### src/rtl/uart_debug_pkg.sv
// Shared definitions for the UART debug front end.
// Holds the command code enum, the frame/byte-engine state encodings,
// reply constants and the command classification helpers.
// Optional build macro used by the top module: SERIAL_TIMEOUT_EN.
package uart_debug_pkg;

    typedef enum logic [3:0] {
        CMD_NONE        = 4'h0,
        CMD_MCU_PAUSE   = 4'h1,
        CMD_MCU_RESUME  = 4'h2,
        CMD_REG_READ    = 4'h3,
        CMD_REG_WRITE   = 4'h4,
        CMD_MEM_READ_W  = 4'h5,
        CMD_MEM_WRITE_W = 4'h6,
        CMD_MEM_READ_B  = 4'h7,
        CMD_MEM_WRITE_B = 4'h8,
        CMD_BP_ADD      = 4'h9,
        CMD_BP_REMOVE   = 4'hA,
        CMD_STATUS      = 4'hB
    } cmd_e;

    typedef enum logic [2:0] {
        FR_IDLE  = 3'd0,
        FR_ADDR  = 3'd1,
        FR_DATA  = 3'd2,
        FR_ISSUE = 3'd3,
        FR_WAIT  = 3'd4,
        FR_REPLY = 3'd5
    } frame_state_e;

    typedef enum logic [2:0] {
        RX_IDLE      = 3'd0,
        RX_START     = 3'd1,
        RX_DATA      = 3'd2,
        RX_STOP      = 3'd3,
        RX_WAIT_HIGH = 3'd4
    } rx_state_e;

    typedef enum logic [0:0] {
        TX_IDLE = 1'b0,
        TX_SEND = 1'b1
    } tx_state_e;

    localparam logic [7:0] ACK_ERR    = 8'hFF;
    localparam int         WORD_BYTES = 4;

    // Commands 0x3..0xA carry a 32-bit address after the command byte.
    function automatic logic has_addr(input logic [3:0] c);
        has_addr = (c >= 4'h3) && (c <= 4'hA);
    endfunction

    // Write commands additionally carry a 32-bit data word.
    function automatic logic has_data(input logic [3:0] c);
        has_data = (c == CMD_REG_WRITE) || (c == CMD_MEM_WRITE_W) ||
                   (c == CMD_MEM_WRITE_B);
    endfunction

    // Read commands return the controller's read data before the ack byte.
    function automatic logic is_read(input logic [3:0] c);
        is_read = (c == CMD_REG_READ) || (c == CMD_MEM_READ_W) ||
                  (c == CMD_MEM_READ_B) || (c == CMD_STATUS);
    endfunction

    // Codes 0xC..0xF are not defined and are never issued.
    function automatic logic is_known(input logic [3:0] c);
        is_known = (c <= CMD_STATUS);
    endfunction

endpackage

### src/rtl/uart_debug_frontend_phy.sv
// uart_byte_phy: 8N1 byte receiver and transmitter with baud counters.
// Ports:
//   clk, reset          - clock, synchronous active-high reset
//   srx                 - asynchronous serial input (idle high)
//   rx_data, rx_valid   - received byte and one-cycle strobe
//   tx_data, tx_start   - byte to send and start request (accepted when idle)
//   tx_busy             - transmitter is shifting a byte
//   stx                 - serial output (idle high)
module uart_byte_phy
    import uart_debug_pkg::*;
#(
    parameter int BIT_CYCLES = 4340
) (
    input  logic       clk,
    input  logic       reset,
    input  logic       srx,
    output logic [7:0] rx_data,
    output logic       rx_valid,
    input  logic [7:0] tx_data,
    input  logic       tx_start,
    output logic       tx_busy,
    output logic       stx
);

    localparam int CNT_W = $clog2(BIT_CYCLES + 1);
    localparam logic [CNT_W-1:0] BIT_LAST  = CNT_W'(BIT_CYCLES - 1);
    localparam logic [CNT_W-1:0] HALF_LAST = CNT_W'(BIT_CYCLES / 2 - 1);
    localparam logic [CNT_W-1:0] CNT_ONE   = CNT_W'(1);

    logic [1:0]       sync_r;
    logic             prev_r;
    rx_state_e        rx_state_r;
    logic [CNT_W-1:0] rx_cnt_r;
    logic [2:0]       rx_bit_r;
    logic [7:0]       rx_shift_r;
    logic [7:0]       rx_data_r;
    logic             rx_valid_r;

    tx_state_e        tx_state_r;
    logic [CNT_W-1:0] tx_cnt_r;
    logic [3:0]       tx_bit_r;
    logic [8:0]       tx_shift_r;
    logic             stx_r;

    assign rx_data  = rx_data_r;
    assign rx_valid = rx_valid_r;
    assign tx_busy  = (tx_state_r == TX_SEND);
    assign stx      = stx_r;

    // Receiver: synchroniser, start-bit check at half a bit, mid-bit sampling.
    always_ff @(posedge clk) begin
        if (reset) begin
            sync_r     <= 2'b11;
            prev_r     <= 1'b1;
            rx_state_r <= RX_IDLE;
            rx_cnt_r   <= '0;
            rx_bit_r   <= 3'd0;
            rx_shift_r <= 8'h00;
            rx_data_r  <= 8'h00;
            rx_valid_r <= 1'b0;
        end else begin
            sync_r     <= {sync_r[0], srx};
            prev_r     <= sync_r[1];
            rx_valid_r <= 1'b0;
            case (rx_state_r)
                RX_IDLE: begin
                    if (prev_r && !sync_r[1]) begin
                        rx_state_r <= RX_START;
                        rx_cnt_r   <= '0;
                    end
                end
                RX_START: begin
                    if (rx_cnt_r == HALF_LAST) begin
                        rx_cnt_r <= '0;
                        rx_bit_r <= 3'd0;
                        // A line that is high again was a glitch, not a start bit.
                        rx_state_r <= sync_r[1] ? RX_IDLE : RX_DATA;
                    end else begin
                        rx_cnt_r <= rx_cnt_r + CNT_ONE;
                    end
                end
                RX_DATA: begin
                    if (rx_cnt_r == BIT_LAST) begin
                        rx_cnt_r   <= '0;
                        rx_shift_r <= {sync_r[1], rx_shift_r[7:1]};
                        if (rx_bit_r == 3'd7) begin
                            rx_state_r <= RX_STOP;
                        end else begin
                            rx_bit_r <= rx_bit_r + 3'd1;
                        end
                    end else begin
                        rx_cnt_r <= rx_cnt_r + CNT_ONE;
                    end
                end
                RX_STOP: begin
                    // Stop-bit value is deliberately not checked.
                    if (rx_cnt_r == BIT_LAST) begin
                        rx_cnt_r   <= '0;
                        rx_data_r  <= rx_shift_r;
                        rx_valid_r <= 1'b1;
                        rx_state_r <= RX_WAIT_HIGH;
                    end else begin
                        rx_cnt_r <= rx_cnt_r + CNT_ONE;
                    end
                end
                RX_WAIT_HIGH: begin
                    if (sync_r[1]) begin
                        rx_state_r <= RX_IDLE;
                    end
                end
                default: rx_state_r <= RX_IDLE;
            endcase
        end
    end

    // Transmitter: start bit, 8 data bits LSB first, stop bit.
    always_ff @(posedge clk) begin
        if (reset) begin
            tx_state_r <= TX_IDLE;
            tx_cnt_r   <= '0;
            tx_bit_r   <= 4'd0;
            tx_shift_r <= 9'h1FF;
            stx_r      <= 1'b1;
        end else begin
            case (tx_state_r)
                TX_IDLE: begin
                    stx_r <= 1'b1;
                    if (tx_start) begin
                        tx_state_r <= TX_SEND;
                        tx_shift_r <= {1'b1, tx_data};
                        tx_cnt_r   <= '0;
                        tx_bit_r   <= 4'd0;
                        stx_r      <= 1'b0;
                    end
                end
                TX_SEND: begin
                    if (tx_cnt_r == BIT_LAST) begin
                        tx_cnt_r <= '0;
                        // tx_bit_r counts bit periods already completed.
                        if (tx_bit_r == 4'd9) begin
                            tx_state_r <= TX_IDLE;
                            stx_r      <= 1'b1;
                        end else begin
                            stx_r      <= tx_shift_r[0];
                            tx_shift_r <= {1'b1, tx_shift_r[8:1]};
                            tx_bit_r   <= tx_bit_r + 4'd1;
                        end
                    end else begin
                        tx_cnt_r <= tx_cnt_r + CNT_ONE;
                    end
                end
                default: tx_state_r <= TX_IDLE;
            endcase
        end
    end

endmodule

### src/rtl/uart_debug_frontend.sv
// uart_debug_frontend: decodes UART command frames for the RISC-V debugger,
// issues them to the debug controller and serialises the reply.
// Ports:
//   clk, reset              - clock, synchronous active-high reset
//   srx / stx               - serial receive / transmit lines (idle high)
//   cmd, addr, d_in         - decoded command, address and write data
//   out_valid               - one-cycle pulse: cmd/addr/d_in valid
//   ctrlr_busy              - controller executing a command
//   d_rd, error             - controller read data and failure flag
// Build macro: SERIAL_TIMEOUT_EN drops a partial frame after
// 16*10*BIT_CYCLES cycles without a byte in ADDR or DATA.
module uart_debug_frontend
    import uart_debug_pkg::*;
#(
    parameter int CLK_RATE = 50_000_000,
    parameter int BAUD     = 11520
) (
    input  logic        clk,
    input  logic        reset,
    input  logic        srx,
    output logic        stx,
    output logic [3:0]  cmd,
    output logic [31:0] addr,
    output logic [31:0] d_in,
    output logic        out_valid,
    input  logic        ctrlr_busy,
    input  logic [31:0] d_rd,
    input  logic        error
);

    localparam int BIT_CYCLES = CLK_RATE / BAUD;
    localparam logic [1:0] WORD_LAST = 2'(WORD_BYTES - 1);
    localparam logic [2:0] READ_REPLY_LEN = 3'(WORD_BYTES + 1);

    logic [7:0]   rx_data_s;
    logic         rx_valid_s;
    logic         tx_busy_s;
    logic         timeout_hit_s;
    logic [7:0]   reply_byte_s;
    logic [7:0]   ack_byte_s;

    frame_state_e state_r;
    logic [3:0]   cmd_r;
    logic [31:0]  addr_r;
    logic [31:0]  d_in_r;
    logic         out_valid_r;
    logic [1:0]   byte_cnt_r;
    logic         wait_skip_r;
    logic [31:0]  rd_data_r;
    logic         err_r;
    logic [2:0]   reply_idx_r;
    logic [2:0]   reply_len_r;
    logic         tx_start_r;
    logic [7:0]   tx_data_r;

    assign cmd       = cmd_r;
    assign addr      = addr_r;
    assign d_in      = d_in_r;
    assign out_valid = out_valid_r;

    uart_byte_phy #(
        .BIT_CYCLES (BIT_CYCLES)
    ) u_phy (
        .clk      (clk),
        .reset    (reset),
        .srx      (srx),
        .rx_data  (rx_data_s),
        .rx_valid (rx_valid_s),
        .tx_data  (tx_data_r),
        .tx_start (tx_start_r),
        .tx_busy  (tx_busy_s),
        .stx      (stx)
    );

`ifdef SERIAL_TIMEOUT_EN
    localparam int TIMEOUT_CYCLES = 16 * 10 * BIT_CYCLES;
    localparam int TO_W = $clog2(TIMEOUT_CYCLES + 1);
    logic [TO_W-1:0] idle_cnt_r;

    // Inter-byte silence counter, live only while collecting arguments.
    always_ff @(posedge clk) begin
        if (reset) begin
            idle_cnt_r <= '0;
        end else if (((state_r != FR_ADDR) && (state_r != FR_DATA)) || rx_valid_s) begin
            idle_cnt_r <= '0;
        end else begin
            idle_cnt_r <= idle_cnt_r + TO_W'(1);
        end
    end

    assign timeout_hit_s = (idle_cnt_r == TO_W'(TIMEOUT_CYCLES - 1));
`else
    assign timeout_hit_s = 1'b0;
`endif

    assign ack_byte_s = err_r ? ACK_ERR : {4'h0, cmd_r};

    // Reply byte select: read data MSB first, then the ack byte.
    always_comb begin
        reply_byte_s = ack_byte_s;
        if (reply_len_r == READ_REPLY_LEN) begin
            case (reply_idx_r)
                3'd0:    reply_byte_s = rd_data_r[31:24];
                3'd1:    reply_byte_s = rd_data_r[23:16];
                3'd2:    reply_byte_s = rd_data_r[15:8];
                3'd3:    reply_byte_s = rd_data_r[7:0];
                default: reply_byte_s = ack_byte_s;
            endcase
        end else begin
            reply_byte_s = ack_byte_s;
        end
    end

    // Frame FSM: collect bytes, issue to controller, send the reply.
    always_ff @(posedge clk) begin
        if (reset) begin
            state_r     <= FR_IDLE;
            cmd_r       <= 4'h0;
            addr_r      <= 32'h0;
            d_in_r      <= 32'h0;
            out_valid_r <= 1'b0;
            byte_cnt_r  <= 2'd0;
            wait_skip_r <= 1'b0;
            rd_data_r   <= 32'h0;
            err_r       <= 1'b0;
            reply_idx_r <= 3'd0;
            reply_len_r <= 3'd0;
            tx_start_r  <= 1'b0;
            tx_data_r   <= 8'h00;
        end else begin
            out_valid_r <= 1'b0;
            case (state_r)
                FR_IDLE: begin
                    if (rx_valid_s) begin
                        cmd_r      <= rx_data_s[3:0];
                        byte_cnt_r <= 2'd0;
                        if (!is_known(rx_data_s[3:0])) begin
                            // Unknown codes bypass the controller: reply ACK_ERR only.
                            err_r       <= 1'b1;
                            reply_idx_r <= 3'd0;
                            reply_len_r <= 3'd1;
                            state_r     <= FR_REPLY;
                        end else if (has_addr(rx_data_s[3:0])) begin
                            state_r <= FR_ADDR;
                        end else begin
                            state_r <= FR_ISSUE;
                        end
                    end
                end
                FR_ADDR: begin
                    if (rx_valid_s) begin
                        addr_r <= {addr_r[23:0], rx_data_s};
                        if (byte_cnt_r == WORD_LAST) begin
                            byte_cnt_r <= 2'd0;
                            state_r    <= has_data(cmd_r) ? FR_DATA : FR_ISSUE;
                        end else begin
                            byte_cnt_r <= byte_cnt_r + 2'd1;
                        end
                    end else if (timeout_hit_s) begin
                        state_r <= FR_IDLE;
                    end
                end
                FR_DATA: begin
                    if (rx_valid_s) begin
                        d_in_r <= {d_in_r[23:0], rx_data_s};
                        if (byte_cnt_r == WORD_LAST) begin
                            byte_cnt_r <= 2'd0;
                            state_r    <= FR_ISSUE;
                        end else begin
                            byte_cnt_r <= byte_cnt_r + 2'd1;
                        end
                    end else if (timeout_hit_s) begin
                        state_r <= FR_IDLE;
                    end
                end
                FR_ISSUE: begin
                    if (!ctrlr_busy) begin
                        out_valid_r <= 1'b1;
                        wait_skip_r <= 1'b1;
                        state_r     <= FR_WAIT;
                    end
                end
                FR_WAIT: begin
                    // The skipped cycle gives the controller time to raise busy.
                    if (wait_skip_r) begin
                        wait_skip_r <= 1'b0;
                    end else if (!ctrlr_busy) begin
                        rd_data_r   <= d_rd;
                        err_r       <= error;
                        reply_idx_r <= 3'd0;
                        reply_len_r <= is_read(cmd_r) ? READ_REPLY_LEN : 3'd1;
                        state_r     <= FR_REPLY;
                    end
                end
                FR_REPLY: begin
                    // tx_busy rises the cycle after tx_start, so skip that cycle.
                    if (tx_start_r) begin
                        tx_start_r <= 1'b0;
                    end else if (!tx_busy_s) begin
                        if (reply_idx_r == reply_len_r) begin
                            state_r <= FR_IDLE;
                        end else begin
                            tx_data_r   <= reply_byte_s;
                            tx_start_r  <= 1'b1;
                            reply_idx_r <= reply_idx_r + 3'd1;
                        end
                    end
                end
                default: state_r <= FR_IDLE;
            endcase
        end
    end

endmodule

### config.mk
export PLATFORM = sky130hd
export DESIGN_NAME = uart_debug_frontend
export DESIGN_NICKNAME = d
export VERILOG_FILES = /design/src/rtl/uart_debug_pkg.sv /design/src/rtl/uart_debug_frontend_phy.sv /design/src/rtl/uart_debug_frontend.sv
export SDC_FILE = /design/constraint.sdc
export NUM_CORES = 1
export LEC_CHECK = 0
export CORE_MARGIN = 8
export CORE_UTILIZATION = 45
export DETAILED_ROUTE_END_ITERATION = 16
export HOLD_SLACK_MARGIN = 0.15
export PLACE_DENSITY = 0.78
export SLEW_MARGIN = 25
export SYNTH_ARGS = -nofsm -noshare
export SYNTH_HDL_FRONTEND = slang
export SYNTH_SLANG_ARGS = --single-unit
### constraint.sdc
create_clock -name clk -period 4.7 [get_ports clk]
set_input_delay 0.94 -clock clk [delete_from_list [all_inputs] [get_ports clk]]
set_output_delay 0.94 -clock clk [all_outputs]
set_load 0.05 [all_outputs]
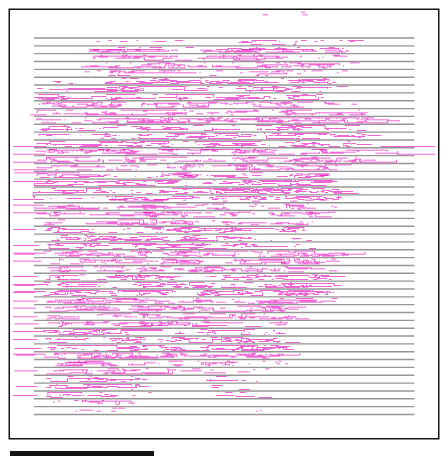
Run 1: met1 routing
The bar under the picture is 50 µm long. Supply wires on this layer in grey.
- share of all routed wire: 47%
- longest straight run: 32.7 µm

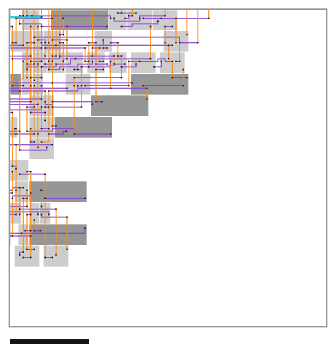
Run 1: close-up of the layout
The bar under the picture is 10 µm long. Region (91, 17) to (131, 57) µm. Cells in grey, sequential cells in the stronger grey; small squares are vias.
- purple: metal 1
- cyan: metal 3
- orange: metal 2
- sequential cells in the window: 6
- netlist names of flops here include: `u_phy.tx_cnt_r` (4), `u_phy.tx_bit_r` (2)
- cells with their middle in the window: 37
- most frequent: dfxtp_1 (6), a31oi_1 (4)

==> out/qor.yml, run 1 <==
sta:
  final-hold-violation-count: 0
  finalClockPeriodUsage_pct: 56.66
  rsz0062_at_grt: "no"
  fin_setup_tns_ns: 0
  fmaxAchievable_mhz: 375.5
  setup_viol: 0
  timing_worst_slew_pin_value_ns: 0.8681
  fin_ws_ns: 2.037
  drv_slew: 0
die:
  die_w_um: 148.4
  rows: 48
  ios: 107
  core_um2: 17240
pwr:
  power_mw: 3.169
  power_switching_mw: 0.7211
  p_leak_nw: 3.275
  pwr-share-seq_pct: 51.3
  top_power_group: "registers"
  p_per_area_nw_per_um2: 329.9
layout:
  nonClkBufAreaFrac_pct: 11.33
  fin_cells: 1269
  diodes: 0
  synthToLayoutAreaGrowth_pct: 21.74
  flop_area_um2: 3764
  drive_gt1_share_pct: 5.747
  dominant_cells: "combinational gates"
placement:
  io_buffers: 106
  place_hpwl_mm: 12.25
  place_ws_ns: 1.930
  gp_congestion: 0.8279
critical_path:
  cp_top_family: "buffers and inverters"
  setup.worst_path.start_class: "flip-flop"
  endpoint: "cmd[2]"
  cp_num_cells: 1
  reg2reg_slack_ns: 2.08
  r2r_cells: 5
detailed_routing:
  met1_length_mm: 8.640
  antenna_left: 0
  totalWireLength_mm: 18.20
  dr.pass1.iters: 7
yosys:
  synthCells: 965
  synth-edff-count: 0
  ys_top_logic_family: "simple AND/OR/NAND/NOR gates"
  avgSynthCellArea_um2: 8.178
  post_synth_mux_area_share_pct: 4.344
  area_leaders: "dfxtp_1, nand2_1, a21oi_1"
  synthDistinctLibCells: 59
  syn_nets: 1015
  top_area_cell: "dfxtp_1"
  flop_cell: "dfxtp_1"
  yosys-stat-area_um2: 7891
clock_tree:
  ctsLongestPathBuffers: 2
  cts_max_level: 4
  cts_buffers: 17
  cts_tree: "yes"
  post-cts-setup-buffers: 0
  clkTransAtPathRegs_ns: 0.07
run:
  maxCapViolCount: 0
global_routing:
  grt_pass1_wl_mm: 30.57
status:
  status: "finished clean"
hold_path:
  hold_path.class: "reg -> reg"
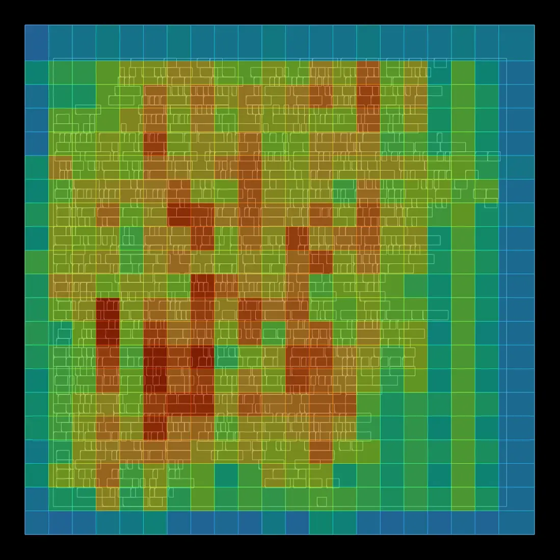
Run 1: routing congestion map
gr busiest metal: met2
grt met1 use: 21.88%
final core occ: 55.73%

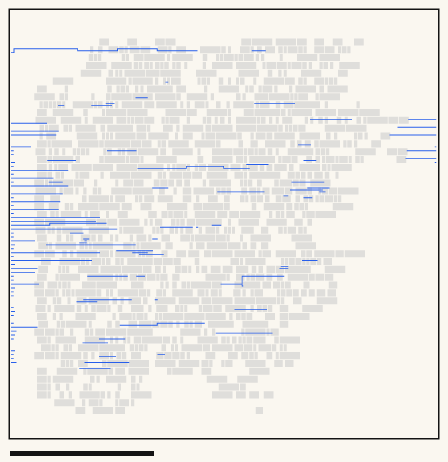
Run 1: met3 routing
The bar under the picture is 50 µm long. Cells faint in the background.
- main direction: horizontal
- nets with wire on the layer: 96
- share of all routed wire: 5.5%

-- run 1: placed cells by master, fill, tap and decap left out, types with 9 or more instances in the layout --
cell	instances
a21oi_1	122
a222oi_1	9
clkbuf_16	17
clkdlybuf4s50_1	105
dfxtp_1	188
ha_1	13
inv_1	13
mux2i_1	32
nand2_1	259
nand2b_1	10
nand3_1	17
nor2_1	65
nor3_1	10
o211ai_1	16
o21ai_0	27
xnor2_1	11
-- run 1: per-stage QoR --
step | cell area, µm² | utilization [%]
after floorplan | 7891 | -
after global placement | 9020 | 52.33
after detailed placement | 9021 | 52.34
after CTS | 9599 | 55.69
after global routing | 9607 | 55.73
final | 9607 | 55.73
Run 1, gate-type map:
The bar under the picture is 50 µm long.
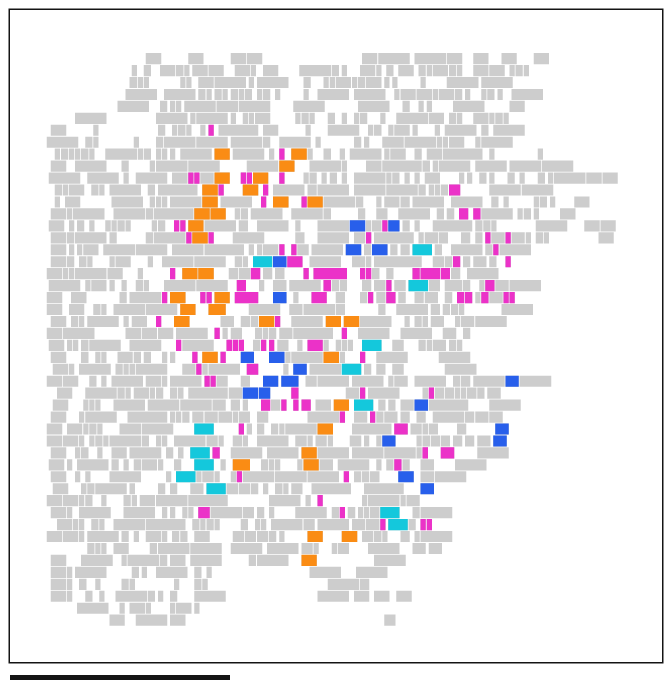

==> run 1 -> run 2 <==
PLACE_DENSITY = 0.81   (was 0.78)
clock period = 2.2 ns   (was 4.7 ns; I/O delays follow)
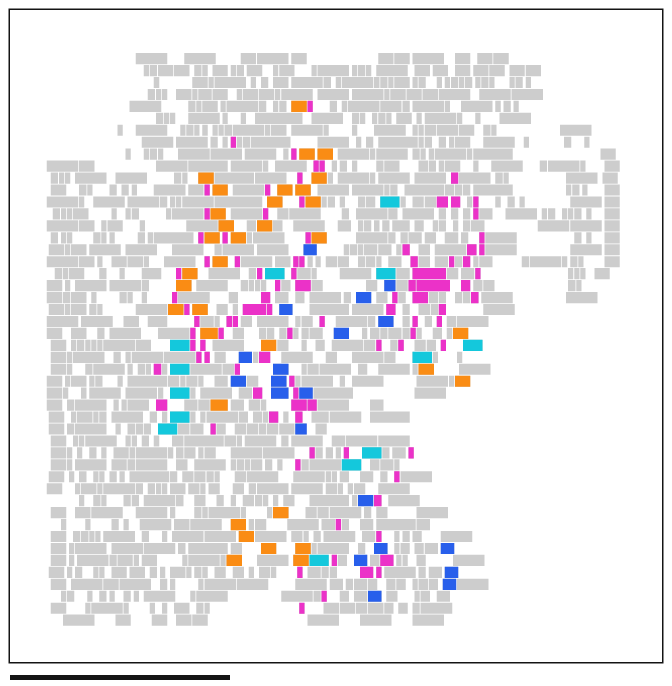
Run 2: gate-type map
The bar under the picture is 50 µm long.
- magenta: nor cells (cells 94; most used nor2_1)
- cyan: fa/ha/maj cells (cells 13; most used ha_1; where centre)
- orange: mux cells (cells 34; most used mux2i_1)
- blue: non-inverting ao/oa cells (cells 20; most used a22o_1)

==> run 2 against run 1 <==
Effect of this change: largest cell class unchanged; flip-flop count unchanged; clock power up 120%; sequential power up 110%; final cell count up 2.6%; synthesized cell count unchanged.
==> out/qor.yml, run 2 <==
yosys:
  netlist_area_um2: 7891
  synthDistinctLibCells: 59
  ys_top_logic_family: "simple AND/OR/NAND/NOR gates"
  synth-edff-count: 0
  top_area_cell: "dfxtp_1"
  synthCells: 965
  post_synth_mux_area_share_pct: 4.344
  syn_nets: 1015
  synth-compound-area-share_pct: 17.17
  area_leaders: "dfxtp_1, nand2_1, a21oi_1"
  flop_cell: "dfxtp_1"
  yosys-stat-area_um2: 7891
  avgSynthCellArea_um2: 8.178
global_routing:
  grt_pass1_wl_mm: 31.95
  top_usage_layer: "met2"
sta:
  setup_viol: 0
  drv_slew: 0
  rsz0062_at_grt: "no"
  fin_setup_tns_ns: 0
  fin_ws_ns: 0.07423
  final-hold-violation-count: 0
  timing_worst_slew_pin_value_ns: 0.7129
  fmaxAchievable_mhz: 470.4
  finalClockPeriodUsage_pct: 96.63
  skew_ns: 0.008321
  min_period_ns: 2.126
layout:
  final_common_cell: "nand2_1"
  diodes: 0
  lay_top_cells: "nand2_1, dfxtp_1, a21oi_1"
  fin_cells: 1302
  fillers: 1465
  drive_gt1_share_pct: 8.449
  fin_area_um2: 9931
  synthToLayoutAreaGrowth_pct: 25.84
  flop_area_um2: 3764
pwr:
  power_mw: 6.920
  clkPwrFrac_pct: 45.0
  p_leak_nw: 3.493
  power_switching_mw: 1.558
  p_per_area_nw_per_um2: 696.9
  top_power_group: "registers"
  pwr-share-seq_pct: 50.0
die:
  die-area_um2: 22030
  ios: 107
  rows: 48
  die_w_um: 148.4
  core_um2: 17240
  fp_util_pct: 45.78
detailed_routing:
  antenna_left: 0
  totalWireLength_mm: 19.04
  dr.pass1.iters: 7
  drc: 0
  met3_length_mm: 1.019
  met1_length_mm: 8.517
status:
  status: "finished clean"
placement:
  gp_congestion: 0.8465
  place_hpwl_mm: 12.95
  place_ws_ns: 0.1298
  dpl_cell_area_um2: 9313
  io_buffers: 106
critical_path:
  crit_chain: "clkdlybuf4s50_1"
  startpoint: "addr[5]$_SDFFE_PP0P_"
  setup.worst_path.start_class: "flip-flop"
  worstPathArrival_ns: 1.69
  crit_buf_inv: 1
  cp_top_family: "buffers and inverters"
clock_tree:
  clock_latency_ns: 0.43
  cts_buffers: 17
  post-cts-setup-buffers: 0
  clkTransAtPathRegs_ns: 0.07
  cts_tree: "yes"
  ctsLongestPathBuffers: 2
  cts_max_level: 4
run:
  maxCapViolCount: 0
  warnings: 31
hold_path:
  hold_path.class: "in -> reg"
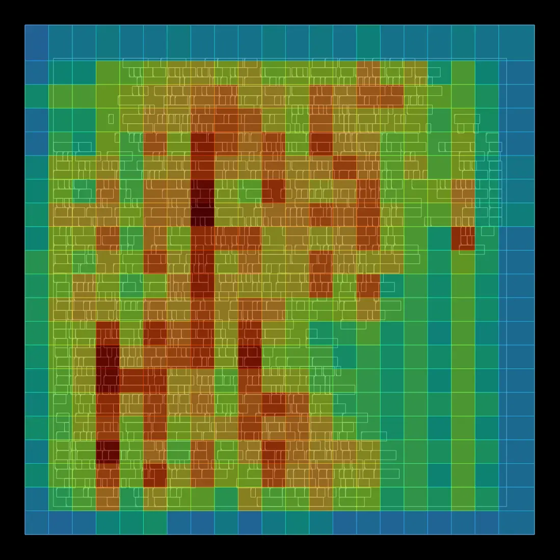
Run 2: routing congestion map
final core occ: 57.61%
grt met1 use: 21.35%
Global Route Usage Sum: 17.46%
met2 usage: 28.86%
grt met3 use: 5.166%

==> run 2: cell counts after synthesis <==
No cell type changed its count.
==> run 2: area by class of cell <==
type / instances / share of cell area [%]
inverters: 13 / 0.4914
clock buffers: 20 / 4.700
multi-input cells: 701 / 38.77
clock inverters: 11 / 1.348
flip-flops and latches: 188 / 37.90
well taps: 225 / 2.835
repair buffers: 144 / 13.96
==> run 2: final timing paths <==
path | cells past startpoint | end | slack, ns
worst max-delay path | 1 | addr[5] | 0.07
worst min-delay path | 2 | u_phy.tx_cnt_r[9]$_SDFFE_PP0P_ | 0.29
worst max register to register | 5 | u_phy.rx_bit_r[1]$_SDFFE_PP0P_ | 0.16
worst min register to register | 1 | u_phy.sync_r[1]$_SDFF_PP1_ | 0.42
Power is estimated from default activity; no workload was simulated.
